run_1/cell_classes.png
Drawn at 4 px/um.
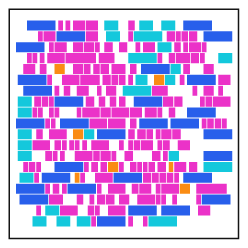
run_1/port_nets.png
Drawn at 8 px/um.
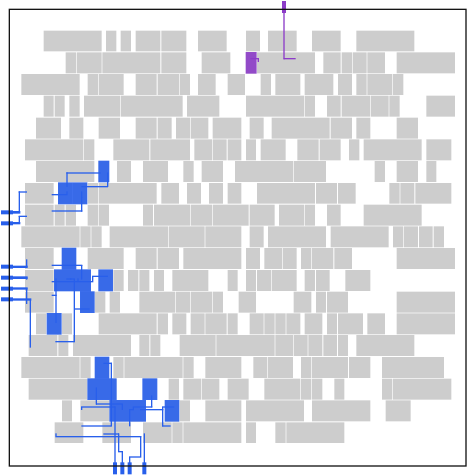
run_1/clock_map.png
Drawn at 4 px/um.
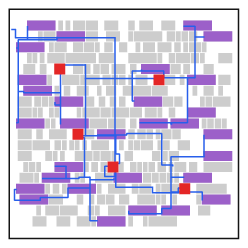
===== src/rtl/mac_seq.sv =====
// Sequencer for one neuron's multiply-accumulate: accumulates len multiplier
// words through a pipelined float adder, then runs pairwise reduction passes.
module mac_seq #(
  parameter int ADD_LAT   = 3,
  parameter int RED_STEPS = 2,
  parameter int LEN_W     = 10
) (
  input  logic             clk,
  input  logic             rst_n,
  input  logic             start,
  input  logic [LEN_W-1:0] len,
  input  logic             abort,
  input  logic             in_valid,
  output logic             in_ready,
  output logic             d_valid,
  output logic             issue,
  output logic             feed_zero,
  output logic             acc_mux,
  output logic             acc_enable,
  output logic             busy,
  output logic             done
);

  typedef enum logic [2:0] {
    IDLE, ACC, AWAIT, CAP, RED, RWAIT, DONE
  } state_t;

  // Last value of the wait counter before leaving AWAIT/RWAIT (ADD_LAT-1 cycles).
  localparam logic [3:0] WAIT_LAST = 4'((ADD_LAT > 1) ? (ADD_LAT - 2) : 0);
  localparam logic [3:0] RED_LIM   = 4'(RED_STEPS);
  localparam bit         HAS_WAIT  = (ADD_LAT > 1);

  state_t           state_q, state_d;
  logic [LEN_W-1:0] cnt_q, cnt_d;
  logic [LEN_W-1:0] len_q, len_d;
  logic [2:0]       step_q, step_d;
  logic [3:0]       wait_q, wait_d;
  logic [LEN_W:0]   cnt_inc;

  always_ff @(posedge clk) begin
    if (rst_n) begin
      state_q <= IDLE;
      cnt_q   <= '0;
      len_q   <= '0;
      step_q  <= '0;
      wait_q  <= '0;
    end else begin
      state_q <= state_d;
      cnt_q   <= cnt_d;
      len_q   <= len_d;
      step_q  <= step_d;
      wait_q  <= wait_d;
    end
  end

  // One extra bit so a len of all-ones never wraps the comparison.
  assign cnt_inc = {1'b0, cnt_q} + (LEN_W+1)'(1);

  always_comb begin
    state_d    = state_q;
    cnt_d      = cnt_q;
    len_d      = len_q;
    step_d     = step_q;
    wait_d     = wait_q;
    in_ready   = 1'b0;
    issue      = 1'b0;
    feed_zero  = 1'b0;
    acc_mux    = 1'b0;
    acc_enable = 1'b0;
    done       = 1'b0;

    case (state_q)
      IDLE: begin
        if (start && (len != '0)) begin
          len_d   = len;
          cnt_d   = '0;
          step_d  = '0;
          wait_d  = '0;
          state_d = ACC;
        end
      end
      ACC: begin
        in_ready = 1'b1;
        if (in_valid) begin
          issue     = 1'b1;
          feed_zero = (cnt_q == '0);
          cnt_d     = cnt_inc[LEN_W-1:0];
          wait_d    = '0;
          if (HAS_WAIT) begin
            state_d = AWAIT;
          end else begin
            state_d = (cnt_inc < {1'b0, len_q}) ? ACC : CAP;
          end
        end
      end
      AWAIT: begin
        if (wait_q == WAIT_LAST) begin
          state_d = (cnt_q < len_q) ? ACC : CAP;
        end else begin
          wait_d = wait_q + 4'd1;
        end
      end
      CAP: begin
        acc_enable = 1'b1;
        state_d    = ({1'b0, step_q} < RED_LIM) ? RED : DONE;
      end
      RED: begin
        issue   = 1'b1;
        acc_mux = 1'b1;
        step_d  = step_q + 3'd1;
        wait_d  = '0;
        state_d = HAS_WAIT ? RWAIT : CAP;
      end
      RWAIT: begin
        acc_mux = 1'b1;
        if (wait_q == WAIT_LAST) begin
          state_d = CAP;
        end else begin
          wait_d = wait_q + 4'd1;
        end
      end
      DONE: begin
        done    = 1'b1;
        state_d = IDLE;
      end
      default: state_d = IDLE;
    endcase

    // An aborted run must not publish a partial result.
    if (abort) begin
      state_d    = IDLE;
      acc_enable = 1'b0;
      done       = 1'b0;
    end
  end

  assign busy    = (state_q != IDLE);
  assign d_valid = in_valid & in_ready;

endmodule


===== config.mk =====
export PLATFORM = sky130hd
export DESIGN_NAME = mac_seq
export DESIGN_NICKNAME = d
export VERILOG_FILES = /design/src/rtl/mac_seq.sv
export SDC_FILE = /design/constraint.sdc
export NUM_CORES = 1
export LEC_CHECK = 0
export CORE_MARGIN = 1
export CORE_UTILIZATION = 59
export CTS_CLUSTER_SIZE = 30
export DETAILED_ROUTE_END_ITERATION = 7
export PLACE_DENSITY = 0.86
export SETUP_SLACK_MARGIN = 0.1
export SYNTH_ARGS = -nofsm -noshare
export SYNTH_HDL_FRONTEND = slang
export SYNTH_SLANG_ARGS = --single-unit

===== constraint.sdc =====
create_clock -name clk -period 3.5 [get_ports clk]
set_input_delay 1.05 -clock clk [delete_from_list [all_inputs] [get_ports clk]]
set_output_delay 1.05 -clock clk [all_outputs]
set_load 0.05 [all_outputs]

==> reports/metrics.cfg, run 1 <==
[outcome]
status = finished, final reports clean

[place]
placed_area_mm2 = 0.00207
gp_congestion = 0.867
dp_cells = 269

[setup_path]
crit_type = input pin to primary output
slowest_stage = clkdlybuf4s50_1
worstPathMaxFanout = 3
max_stage_delay_ns = 0.43
start_kind = input pin
worst_ep_required_time_ns = 2.45
cp.arrival_ns = 2.21

[logic_synthesis]
synth-edff-count = 0
ys_warn_count = 0
syn_area_mm2 = 0.00178
ys_chip_area_mm2 = 0.00178
top_cells_by_area = dfxtp_1 (34%), nor2_1 (10%), ha_1 (9.8%)
yosysUniqueCellTypes = 44
async_flop_share = 0
top_cells_by_count = nor2_1 (48), dfxtp_1 (30), a21oi_1 (20), inv_1 (17), ha_1 (14)
postSynthCellCount = 222
top_cell = nor2_1
synth_top_area_share = 0.338
ys_ff = 30
yosysCellCount = 222
avgSynthCellArea_um2 = 8.01

[hold_path]
hold_path_class = flop to flop

[sta]
worstMarginPinSlew_ns = 0.600
fin_crit_ns = 3.26
max_freq_mhz = 307
relSlewSlack = 0.597
setup_viol = 0
rsz0062_at_grt = no

[cells_and_area]
design_area_mm2 = 0.00212
utilization = 0.755
diodes = 0
layout.nets = 274
layout-drive-gt1-share = 0.0980
fin_cells = 276

[cts]
cts-resized-gates = 1
clk_pin_slew_ns = 0.08
post-cts-setup-buffer-count = 0
ctsHoldBuffers = 0
cts_tree = done
htreeDepth = 2
clock_path_buffers = 2
cts_buffers = 5

[grt]
grt_pass1_vias = 1381
grt_antenna_before_repair = 0
grt_max_degree = 20
grt_pass1_wl_mm = 6.20

[routing]
drc = 0
wl_mm = 3.72
drtIter0Drc = 54
via_count = 1572
viasPerCell = 5.70
routedWlPerCell_um = 13.5

[power_and_ir_drop]
max-vdd-ir-drop_mv = 0.241
power_per_cell_area_mw_per_mm2 = 316
p_total_uw = 669

[die]
rows = 19
initial_core_util = 0.634
die_w_um = 56.9

[run]
warning_count = 29
maxCapViolations = 0

-- cell_classes.png (at the start) --
colour	class	cells
blue	flops	30
cyan	other buffers and delay cells	26
orange	clock drivers and dummy loads	7
magenta	all other logic	182
fraction of area in registers: 0.284
Core Area: 0.00281 mm2

-- port_nets.png (at the start) --
colour	port	direction	edge	end cells	buffers	wire
blue	len	input	6 west, 4 south	13	10	142 um
purple	acc_enable	output	north	1	1	8.50 um
IO Pins: 23
count of input and output buffers: 22

-- clock_map.png (at the start) --
[blue] clock wires | length: 437 um
[red] cells driving clock nets | count: 5
[purple] flip-flops | count: 30
routed clock nets	6
Late-Pin Clk Latency: 0.33 ns
Clock power frac: 0.290
Clk power: 194 uW
skew final: 0.00673 ns

run 1: critical path: cells and delay by family:
family | cells | cell delay [ns]
AND/OR/NAND/NOR | 2 | 0.53
buffers and inverters | 2 | 0.62
run 1: layout make-up:
type	count	area, um2
fillers	235	687
inverters	17	67.6
multi-input cells	165	1070
clock buffers	7	45.0
well taps	31	38.8
flip-flops and latches	30	601
repair buffers	26	299
run 1: logic make-up after synthesis:
family          count (synthesis)  synth area share
fa+ha+maj                      14            0.0985
simple gates                   91             0.257
buf+inv                        27            0.0710
mux                             2            0.0113
flops                          30             0.338
compound gates                 49             0.180
xor+xnor                        9            0.0443
run 1: path summary, 6_finish.rpt:
kind,to,slack (ns),start,cells after the start
worst min register to register,wait_q[3],0.52,wait_q[3],2
worst min-delay path,wait_q[3],0.52,wait_q[3],2
worst max register to register,len_q[0],1.48,state_q[0],5
worst max-delay path,done,0.24,abort,4
run 1: registers in the layout, summed over array words and instances, names as in the netlist:
name,cells
step_q,3
state_q,3
wait_q,4
cnt_q,10
len_q,10
run 1: cells in the final DEF (no fill, tap or decap), types with 2 or more instances in the layout:
master / n
o21ai_0: 8
dfxtp_1: 30
nand2_1: 5
nor4_2: 2
clkdlybuf4s50_1: 16
nor2_1: 48
buf_4: 4
o22ai_1: 3
nor3b_1: 3
nand2b_1: 5
and3_1: 3
clkbuf_1: 2
a21oi_1: 20
a31oi_1: 2
a21o_1: 3
clkbuf_4: 5
xor2_1: 8
o2111ai_1: 2
ha_1: 14
o211ai_1: 2
nor3_1: 5
inv_1: 16
buf_12: 5
mux2i_1: 2
nand3_1: 8
run 1: per-layer routing:
metal | wire length [um] | GRT usage | part of all wire
met2 | 1660 | 0.400 | 0.45
met5 | 0 | 0 | 0
met1 | 1810 | 0.319 | 0.49
met3 | 167 | 0.0760 | 0.045
met4 | 82 | 0.122 | 0.022
run 1: stage by stage:
stage / setup TNS [ns] / hold WS [ns] / setup slack [ns]
finish: 0 / 0.519 / 0.243
global route: 0 / 0.555 / 0.194
CTS: 0 / 0.524 / 0.236
detailed placement: -0.0954 / 0.499 / -0.0954
global placement: -0.0521 / 0.495 / -0.0521
floorplan: 0 / 0.461 / 0.0260
run 1: power breakdown:
part	leakage, nW	switching [mW]	internal (mW)
registers	0.244	0.00806	0.351
logic	0.565	0.0635	0.0521
clock network	0.0254	0.118	0.0756
==> run 2: changes to the inputs <==
Settings changed: SKIP_LAST_GASP from default to 1.
run_2/registers.png
Drawn at 4 px/um. Other sequential cells in the stronger grey, the rest of the logic in the fainter grey.
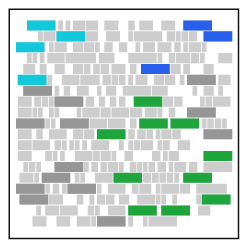
colour	netlist name	flops
blue	state_q	3
green	cnt_q	10
cyan	wait_q	4
not coloured	13

==> run 2 against run 1 <==
Net effect:
- setup slack unchanged
- via count unchanged
- core utilization unchanged
- power unchanged
- non-clock buffer count unchanged
- critical endpoint unchanged
- largest cell class unchanged
- largest power group unchanged
==> reports/metrics.cfg, run 2 <==
[routing]
routedWlPerCell_um = 13.5  ; unchanged
drtIter0Drc = 54  ; unchanged
ant_nets = 0  ; unchanged
wl_mm = 3.72  ; unchanged
via_count = 1572  ; unchanged
drc = 0  ; unchanged
viasPerCell = 5.70  ; unchanged

[cts]
cts_buffers = 5  ; unchanged
post-cts-setup-buffer-count = 0  ; unchanged
clk-insertion-delay-late_ns = 0.33  ; about the same
htreeDepth = 2  ; unchanged
clk_pin_slew_ns = 0.08  ; about the same
clock_path_buffers = 2  ; unchanged
cts_tree = done  ; unchanged

[die]
rows = 19  ; unchanged
die_w_um = 56.9  ; unchanged
core_mm2 = 0.00281  ; unchanged
io-pin-count = 23  ; unchanged

[power_and_ir_drop]
sequentialPowerShare = 0.537  ; about the same
power.switching_uw = 190  ; unchanged
p_sw_frac = 0.284  ; unchanged
power_per_cell_area_mw_per_mm2 = 316  ; unchanged
combPwrFrac = 0.173  ; about the same
max-vdd-ir-drop_mv = 0.241  ; unchanged
power_frac_clock = 0.290  ; about the same

[setup_path]
reg2reg_depth = 5  ; unchanged
worstPathMaxFanout = 3  ; unchanged
cp.arrival_ns = 2.21  ; about the same
crit_buf_inv = 2  ; unchanged
worst_ep_required_time_ns = 2.45  ; about the same
critPathTopFamily = buffers and inverters  ; unchanged
r2r_slack_ns = 1.48  ; about the same
crit-reg2reg-launch = state_q[0]  ; unchanged
start_kind = input pin  ; unchanged
max_stage_delay_ns = 0.43  ; about the same
crit_type = input pin to primary output  ; unchanged
reg2reg_to = len_q[0]  ; unchanged
slowest_stage = clkdlybuf4s50_1  ; unchanged
path_depth = 4  ; unchanged

[logic_synthesis]
syn_area_mm2 = 0.00178  ; unchanged
ys_ff = 30  ; unchanged
synth-edff-count = 0  ; unchanged
synth_top_area_share = 0.338  ; unchanged
ys_chip_area_mm2 = 0.00178  ; unchanged
avgSynthCellArea_um2 = 8.01  ; unchanged
yosysUniqueCellTypes = 44  ; unchanged
async_flop_share = 0  ; unchanged
yosysCellCount = 222  ; unchanged
top_cell = nor2_1  ; unchanged
top_cells_by_area = dfxtp_1 (34%), nor2_1 (10%), ha_1 (9.8%)  ; unchanged
ys_warn_count = 0  ; unchanged
top_cells_by_count = nor2_1 (48), dfxtp_1 (30), a21oi_1 (20), inv_1 (17), ha_1 (14)  ; unchanged

[cells_and_area]
lay_top_cells = nor2_1 (48), dfxtp_1 (30), a21oi_1 (20), inv_1 (16), clkdlybuf4s50_1 (16)  ; unchanged
fill_cells = 235  ; unchanged
layout-drive-gt1-share = 0.0980  ; unchanged
combGateArea_mm2 = 0.00107  ; unchanged
top_regs = cnt_q (10), len_q (10), wait_q (4)  ; unchanged
layout.nets = 274  ; unchanged
seqCellArea_um2 = 601  ; unchanged
lay_top_count = nor2_1  ; unchanged
diodes = 0  ; unchanged
design_area_mm2 = 0.00212  ; unchanged

[sta]
fin_crit_ns = 3.26  ; unchanged
relSlewSlack = 0.597  ; unchanged
final.setup.tns_ns = 0  ; unchanged
rsz0062_at_grt = no  ; unchanged
setup_viol = 0  ; unchanged
worstMarginPinSlew_ns = 0.600  ; unchanged
finalClockSkew_ns = 0.00673  ; unchanged
max_freq_mhz = 307  ; unchanged

[place]
gp_congestion = 0.867  ; unchanged
placed_area_mm2 = 0.00207  ; unchanged
port_buffers = 22  ; unchanged

[grt]
use_met1 = 0.319  ; unchanged
grt_busiest_layer = met2  ; unchanged
grt_max_degree = 20  ; unchanged
grt_pass1_wl_mm = 6.20  ; unchanged
grt_antenna_before_repair = 0  ; unchanged
use_met3 = 0.0760  ; unchanged
grt_pass1_vias = 1381  ; unchanged
met2_usage = 0.400  ; unchanged

[run]
warning_count = 29  ; unchanged
maxCapViolations = 0  ; unchanged

[hold_path]
whs_path_depth = 2  ; unchanged
hold_path_class = flop to flop  ; unchanged
min_to = wait_q[3]  ; unchanged

[outcome]
status = finished, final reports clean  ; unchanged

## run 2: cell counts after synthesis
No cell type changed its count.
## run 2: power groups by stage
stage / combinational [mW] / sequential, mW / clock (mW)
floorplan: 0.0816 / 0.362 / 0
finish: 0.116 / 0.359 / 0.194
CTS: 0.116 / 0.359 / 0.197
detailed placement: 0.116 / 0.367 / 0
global route: 0.127 / 0.360 / 0.212
global placement: 0.114 / 0.366 / 0
## run 2: area by class of cell
| cell class | count | share of cell area |
|---|---|---|
| timing repair buffer | 26 | 0.141 |
| inverter | 17 | 0.0319 |
| tap | 31 | 0.0183 |
| sequential | 30 | 0.284 |
| clock buffer | 7 | 0.0213 |
| multi-input combinational | 165 | 0.504 |
## run 2: worst max-delay path by stage
stage | startpoint | endpoint | slack [ns]
global route | abort | done | 0.19
finish | abort | done | 0.24
global placement | in_valid | feed_zero | -0.05
CTS | abort | done | 0.24
floorplan | in_valid | feed_zero | 0.03
detailed placement | in_valid | feed_zero | -0.1
## run 2: cell families (layout without fill, tap and decap cells)
family / after synthesis / count (layout) / share of synthesized area
XOR/XNOR: 9 / 9 / 0.0443
flip-flops: 30 / 30 / 0.338
AND/OR/NAND/NOR: 91 / 91 / 0.257
AND-OR/OR-AND: 49 / 49 / 0.180
buffers and inverters: 27 / 50 / 0.0710
multiplexers: 2 / 2 / 0.0113
adder cells (fa/ha/maj): 14 / 14 / 0.0985
## run 2: metrics by stage
step           cells  power, mW  worst slack (ns)  utilization  hold WS [ns]
2_1_floorplan    222      0.444            0.0260            -         0.461
3_3_place_gp     269      0.480           -0.0521        0.740         0.495
3_5_place_dp     269      0.483           -0.0954        0.740         0.499
4_1_cts          276      0.672             0.236        0.755         0.524
5_1_grt          276      0.699             0.194        0.755         0.555
6_report         276      0.669             0.243        0.755         0.519
## run 2: repair_timing
action / 4_1_cts / 5_1_grt
resized: 1 / 0
hold buffers: 0 / 0
setup endpoints to repair: 1 / 0
## run 2: worst register-to-register path: stages (launching register included)
cell	delay (ns)
dfxtp_1	0.49
or4b_4	0.61
a31oi_4	0.28
buf_4	0.28
mux2i_1	0.21
nor2_1	0.05
## run 2: routing by layer
layer	share of wire	routed length, um
met1	0.49	1810
met2	0.45	1660
met3	0.045	167
met4	0.022	82
met5	0	0
Power and IR drop assume default switching activity.
